==> src/rtl/decode_pkg.sv <==
// rtl/decode_pkg.sv - opcode constants, field positions and decode helpers for decode_stage
package decode_pkg;

    localparam int IW   = 16;
    localparam int DW   = 8;
    localparam int NREG = 8;
    localparam int RW   = $clog2(NREG);

    localparam int OP_MSB  = 15;
    localparam int OP_LSB  = 12;
    localparam int RD_MSB  = 11;
    localparam int RD_LSB  = 9;
    localparam int RS1_MSB = 8;
    localparam int RS1_LSB = 6;
    localparam int RS2_MSB = 5;
    localparam int RS2_LSB = 3;
    localparam int IMM_MSB = 5;

    localparam logic [3:0] OP_ADD  = 4'h0;
    localparam logic [3:0] OP_SUB  = 4'h1;
    localparam logic [3:0] OP_AND  = 4'h2;
    localparam logic [3:0] OP_OR   = 4'h3;
    localparam logic [3:0] OP_XOR  = 4'h4;
    localparam logic [3:0] OP_ADDI = 4'h5;
    localparam logic [3:0] OP_LD   = 4'h6;
    localparam logic [3:0] OP_ST   = 4'h7;
    localparam logic [3:0] OP_BEQ  = 4'h8;
    localparam logic [3:0] OP_JMP  = 4'h9;
    localparam logic [3:0] OP_NOP  = 4'hF;

    typedef struct packed {
        logic [3:0]    op;
        logic [RW-1:0] rd;
        logic [DW-1:0] a;
        logic [DW-1:0] b;
        logic [DW-1:0] imm;
        logic          regwrite;
        logic [DW-1:0] pc;
        logic          illegal;
    } idex_t;

    function automatic logic is_legal(input logic [3:0] op);
        return (op <= OP_JMP) || (op == OP_NOP);
    endfunction

    function automatic logic uses_rs1(input logic [3:0] op);
        return op <= OP_BEQ;
    endfunction

    // "rs2" here means whatever register sits on read port 2 (rd for ST/BEQ).
    function automatic logic uses_rs2(input logic [3:0] op);
        return (op <= OP_XOR) || (op == OP_ST) || (op == OP_BEQ);
    endfunction

    function automatic logic writes_rd(input logic [3:0] op);
        return op <= OP_LD;
    endfunction

    function automatic logic sr2_sel(input logic [3:0] op);
        return (op == OP_ST) || (op == OP_BEQ);
    endfunction

endpackage

==> src/rtl/decode_scoreboard.sv <==
// rtl/decode_scoreboard.sv - pending-write vector with set/clear/flush-clear and three queries
module decode_scoreboard
    import decode_pkg::*;
(
    input  logic          clk,
    input  logic          rst_n,
    input  logic          set_valid_i,
    input  logic [RW-1:0] set_rd_i,
    input  logic          clr_valid_i,
    input  logic [RW-1:0] clr_rd_i,
    input  logic          flush_clr_valid_i,
    input  logic [RW-1:0] flush_clr_rd_i,
    input  logic [RW-1:0] q_src1_i,
    input  logic [RW-1:0] q_src2_i,
    input  logic [RW-1:0] q_dst_i,
    output logic          busy_src1_o,
    output logic          busy_src2_o,
    output logic          busy_dst_o
);

    logic [NREG-1:0] pending_q;
    logic [NREG-1:0] pending_d;

    // Clears first so a same-cycle set of the same register wins.
    always_comb begin
        pending_d = pending_q;
        if (clr_valid_i) begin
            pending_d[clr_rd_i] = 1'b0;
        end
        if (flush_clr_valid_i) begin
            pending_d[flush_clr_rd_i] = 1'b0;
        end
        if (set_valid_i) begin
            pending_d[set_rd_i] = 1'b1;
        end
    end

    always_ff @(posedge clk) begin
        if (!rst_n) begin
            pending_q <= '0;
        end else begin
            pending_q <= pending_d;
        end
    end

    assign busy_src1_o = pending_q[q_src1_i];
    assign busy_src2_o = pending_q[q_src2_i];
    assign busy_dst_o  = pending_q[q_dst_i];

endmodule

==> src/rtl/decode_stage.sv <==
// rtl/decode_stage.sv - instruction decode with register-file read, hazard stall and ID/EX register
module decode_stage
    import decode_pkg::*;
(
    input  logic          clk,
    input  logic          rst_n,
    input  logic          in_valid,
    output logic          in_ready,
    input  logic [IW-1:0] in_instr,
    input  logic [DW-1:0] in_pc,
    output logic [RW-1:0] sr1,
    output logic [RW-1:0] sr2,
    input  logic [DW-1:0] r1,
    input  logic [DW-1:0] r2,
    input  logic          wb_valid,
    input  logic [RW-1:0] wb_rd,
    input  logic          flush,
    output logic          out_valid,
    input  logic          out_ready,
    output logic [3:0]    out_op,
    output logic [RW-1:0] out_rd,
    output logic [DW-1:0] out_a,
    output logic [DW-1:0] out_b,
    output logic [DW-1:0] out_imm,
    output logic          out_regwrite,
    output logic [DW-1:0] out_pc,
    output logic          out_illegal
);

    logic [3:0]    op_raw;
    logic          legal;
    logic [3:0]    op_eff;
    logic [RW-1:0] rd_f;
    logic [RW-1:0] rs1_f;
    logic [RW-1:0] rs2_f;
    logic          need_a;
    logic          need_b;
    logic          wr;
    logic          busy_a;
    logic          busy_b;
    logic          busy_d;
    logic          hazard;
    logic          issue;
    logic          out_valid_q;
    idex_t         out_q;

    assign op_raw = in_instr[OP_MSB:OP_LSB];
    assign legal  = is_legal(op_raw);
    // Undefined opcodes decode exactly like NOP: no reads, no write.
    assign op_eff = legal ? op_raw : OP_NOP;
    assign rd_f   = in_instr[RD_MSB:RD_LSB];
    assign rs1_f  = in_instr[RS1_MSB:RS1_LSB];
    assign rs2_f  = in_instr[RS2_MSB:RS2_LSB];
    assign need_a = uses_rs1(op_eff);
    assign need_b = uses_rs2(op_eff);
    assign wr     = writes_rd(op_eff);

    assign sr1 = rs1_f;
    assign sr2 = sr2_sel(op_eff) ? rd_f : rs2_f;

    decode_scoreboard u_sb (
        .clk               (clk),
        .rst_n             (rst_n),
        .set_valid_i       (issue && wr && (rd_f != '0)),
        .set_rd_i          (rd_f),
        .clr_valid_i       (wb_valid && (wb_rd != '0)),
        .clr_rd_i          (wb_rd),
        .flush_clr_valid_i (flush && out_valid_q && out_q.regwrite && (out_q.rd != '0)),
        .flush_clr_rd_i    (out_q.rd),
        .q_src1_i          (sr1),
        .q_src2_i          (sr2),
        .q_dst_i           (rd_f),
        .busy_src1_o       (busy_a),
        .busy_src2_o       (busy_b),
        .busy_dst_o        (busy_d)
    );

    assign hazard   = (need_a && busy_a) || (need_b && busy_b) || (wr && (rd_f != '0) && busy_d);
    assign in_ready = rst_n && !flush && !hazard && (!out_valid_q || out_ready);
    assign issue    = in_valid && in_ready;

    always_ff @(posedge clk) begin
        if (!rst_n) begin
            out_valid_q <= 1'b0;
            out_q       <= '0;
        end else if (flush) begin
            out_valid_q <= 1'b0;
        end else if (issue) begin
            out_valid_q    <= 1'b1;
            out_q.op       <= op_eff;
            out_q.rd       <= rd_f;
            out_q.a        <= r1;
            out_q.b        <= r2;
            out_q.imm      <= {{(DW-IMM_MSB-1){in_instr[IMM_MSB]}}, in_instr[IMM_MSB:0]};
            out_q.regwrite <= wr;
            out_q.pc       <= in_pc;
            out_q.illegal  <= !legal;
        end else if (out_ready) begin
            out_valid_q <= 1'b0;
        end
    end

    assign out_valid    = out_valid_q;
    assign out_op       = out_q.op;
    assign out_rd       = out_q.rd;
    assign out_a        = out_q.a;
    assign out_b        = out_q.b;
    assign out_imm      = out_q.imm;
    assign out_regwrite = out_q.regwrite;
    assign out_pc       = out_q.pc;
    assign out_illegal  = out_q.illegal;

endmodule

==> config.mk <==
export PLATFORM = sky130hd
export DESIGN_NAME = decode_stage
export DESIGN_NICKNAME = d
export VERILOG_FILES = /design/src/rtl/decode_pkg.sv /design/src/rtl/decode_scoreboard.sv /design/src/rtl/decode_stage.sv
export SDC_FILE = /design/constraint.sdc
export NUM_CORES = 1
export LEC_CHECK = 0
export ABC_AREA = 0
export ABC_CLOCK_PERIOD_IN_PS = 4380
export CORE_AREA = 2 2 76 78
export CTS_BUF_LIST = sky130_fd_sc_hd__clkbuf_4
export DETAILED_ROUTE_END_ITERATION = 16
export DIE_AREA = 0 0 78 80
export GPL_ROUTABILITY_DRIVEN = 0
export PLACE_DENSITY = 0.81
export REMOVE_ABC_BUFFERS = 1
export SLEW_MARGIN = 5
export SYNTH_ARGS = -nofsm -noshare
export SYNTH_HDL_FRONTEND = slang
export SYNTH_SLANG_ARGS = --single-unit
==> constraint.sdc <==
create_clock -name clk -period 4.38 [get_ports clk]
set_clock_uncertainty 0.2 [all_clocks]
set_input_delay 1.095 -clock clk [delete_from_list [all_inputs] [get_ports clk]]
set_output_delay 1.095 -clock clk [all_outputs]
set_load 0.1 [all_outputs]
Fig. 1: metal layers overlaid
Drawn at 6 px/um.
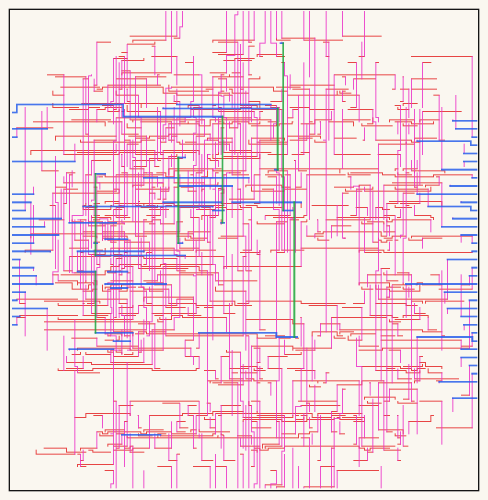
colour	layer	wire length
red	met1	2890 um
green	met4	116 um
magenta	met2	3340 um
blue	met3	458 um

Fig. 2: the metal 4 layer
Drawn at 8 px/um. Supply wires on this layer in grey. Cells faint in the background.
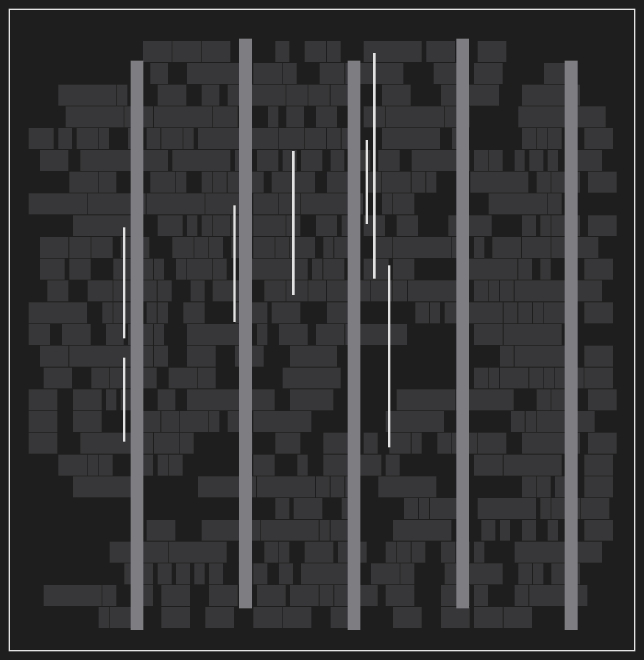
share of all routed wire	1.7%
longest straight run	27.9 um
wire length on this layer	116 um
main direction	vertical

==> out/metrics.cfg <==
[run_status]
status=finished, final reports clean

[synth]
adder_share_pct=0
synth_cells=282
yosys.area_share.aoi_pct=20.8
simple_gate_share_pct=22.2
ys_sh_mux_pct=5.99
ys_seq_share_pct=41.5
synthTopCellsByCount=dfxtp_1, nand2_1, nand3_1
ys.flop_type=dfxtp_1
synth_area_per_cell_sq_um=8.22
area_leaders=dfxtp_1, nand3_1, o21ai_0
ys_cells=282
syn_area_sq_um=2320
logic_family=simple AND/OR/NAND/NOR gates
netlist.area_leader.share_pct=41.5
top_area_cell=dfxtp_1
edf_count=0
xor_area_share_pct=0.378
async_reset_ff_share_pct=0
synth.distinct_cells=39
ys.flops=48
ys_warn_count=0
most_common_cell=dfxtp_1
ys_chip_area_sq_um=2320

[finish]
comb_area_sq_um=1210
n_antenna_cell=0
seq_share_pct=26.9
dominant_cells=non-clock buffers
drive_above_1_share_pct=16.1
post-route-cell-area_sq_um=3570
clk_share_pct=1.58
comb_share_pct=33.9
final_cells=458
lay_top_cells=clkdlybuf4s50_1, dfxtp_1, nand2_1
bufAreaShareNonClock_pct=34.1
nets=434
final_core_util_pct=66.0
areaGrowthSynthToFinish_pct=53.9
fill_cells=449
nNonClkInverters=9
lay_top_count=clkdlybuf4s50_1
logic_gates=195
final-seq-area_sq_um=961
nNonClkBuffers=126

[critical_path]
r2r_setup_slack_ps=1460
slowest_delay_ps=300
required_ps=3080
crit_path_start_kind=primary input
critPathBufInv=4
cp-endpoint=in_ready
cp_common_cell=buf_4
cp.depth=10
cpLargestDelayFamily=AND-OR/OR-AND gates
setup.worst_path.end_class=output pin
crit_path_start=in_instr[15]
rr_worst_depth=10
crit_arrival_ps=3010
r2r-start=u_sb.pending_q[2]
slowest_stage=o31a_1
worstReg2RegEnd=u_sb.pending_q[2]
crit_chain=clkdlybuf4s15_1 > o31a_1 > o21ba_4 > buf_4 > buf_4 > nor3_1 > a211o_1 > a41oi_4 > and2_4 > buf_12
critPathKind=primary input to output pin
crit_fanout=4

[final_timing]
post-route-period-util_pct=98.4
slew_viol_final=0
rsz0062_at_grt=false
setup_tns_ps=0
max_slew_margin_pct=33.8
hold_viol_final=0
whs_ps=266
fin_crit_ps=4310
tightestPinTransition_ps=989
fmax_mhz=232
fin_ws_ps=70.6
final-setup-viol-count=0

[route]
viasPerCell=5.43
wl_met2_mm=3.34
finalWirelength_mm=6.80
vias=2488
drt-wirelength-per-cell_um=14.9
drtPass1Iterations=4
drt-met1-wl_mm=2.89
route.top_layer_used=met4
route.detailed.drc=0
drt-initial-drc-count=183
ant_nets=0
wl_met3_um=458

[grt]
grt.busiest_layer=met2
grt_antenna_before_repair=0
grt_use_met1_pct=27.3
grtUsageMet3_pct=4.75
use_met2_pct=36.8
grt_max_degree=46
grt_pass1_wl_mm=10.9
gr-total-overflow=0
grt_pass1_vias=2277
grt_usage_pct=21.7

[placement]
place_area_sq_um=3460
port_buffers=97
dp_hpwl_mm=4.96
dp_cells=447
place_ws_ps=-330

[power_and_ir_drop]
power-top-group=sequential cells
finalPower_mw=1.09
p_sw_share_pct=39.6
leakage_nw=1.35
ir_worst_vdd_v=0.000148
seq_cell_power_uw=471
pwr-share-clk_pct=19.0
p_per_area_nw_per_um2=305
p_switching_uw=431
pwr-share-comb_pct=37.7
p_int_uw=657
pwr-share-seq_pct=43.3
p_clk_uw=207
p_comb_uw=410

[worst_hold_path]
hp-start=out_pc[0]
min_path_cells=2
hold_path_end=out_pc[0]
hold_class=flip-flop to flip-flop

[clocking]
root_buffer=clkbuf_4
cts_hold_buf=0
cts.htree.levels=2
ctsResizeCount=15
cts_tree=yes
cts_made_buffers=5
clkTransAtPathRegs_ps=130
worstSkewPairLatency_ps=360
postCtsSetupBuffers=2
cts_buffer_depth=2

[job]
openroad.warnings=25
maxCapViolations=0

[floorplanning]
rows=27
fp.dieH_um=80
tapCellCount=72
die_x_um=78
chip_area_sq_um=6240
ios=98

Fig. 3: clock routing
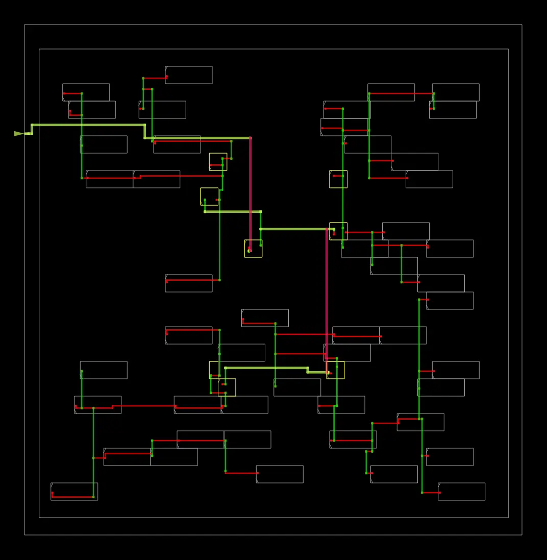
Seq cells: 48
Clock Buffer Count: 6
CTS Sinks: 48

Fig. 4: cell area per tile
Drawn at 4 px/um. 8 x 8 tiles, from white (low) to dark blue (high), 0 to 100% covered.
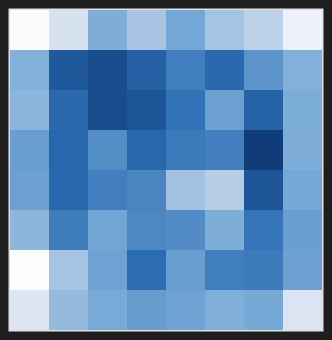
tiles over 75% full	22%
emptiest ninth of the die	bottom left
nearly empty tiles	1.6%
mean over tiles	56%
fullest tile	95%
Core ar.: 5410 sq um
Initial Utilization: 42.9%

Power figures rest on the tool's default switching activity, not on a simulated workload.
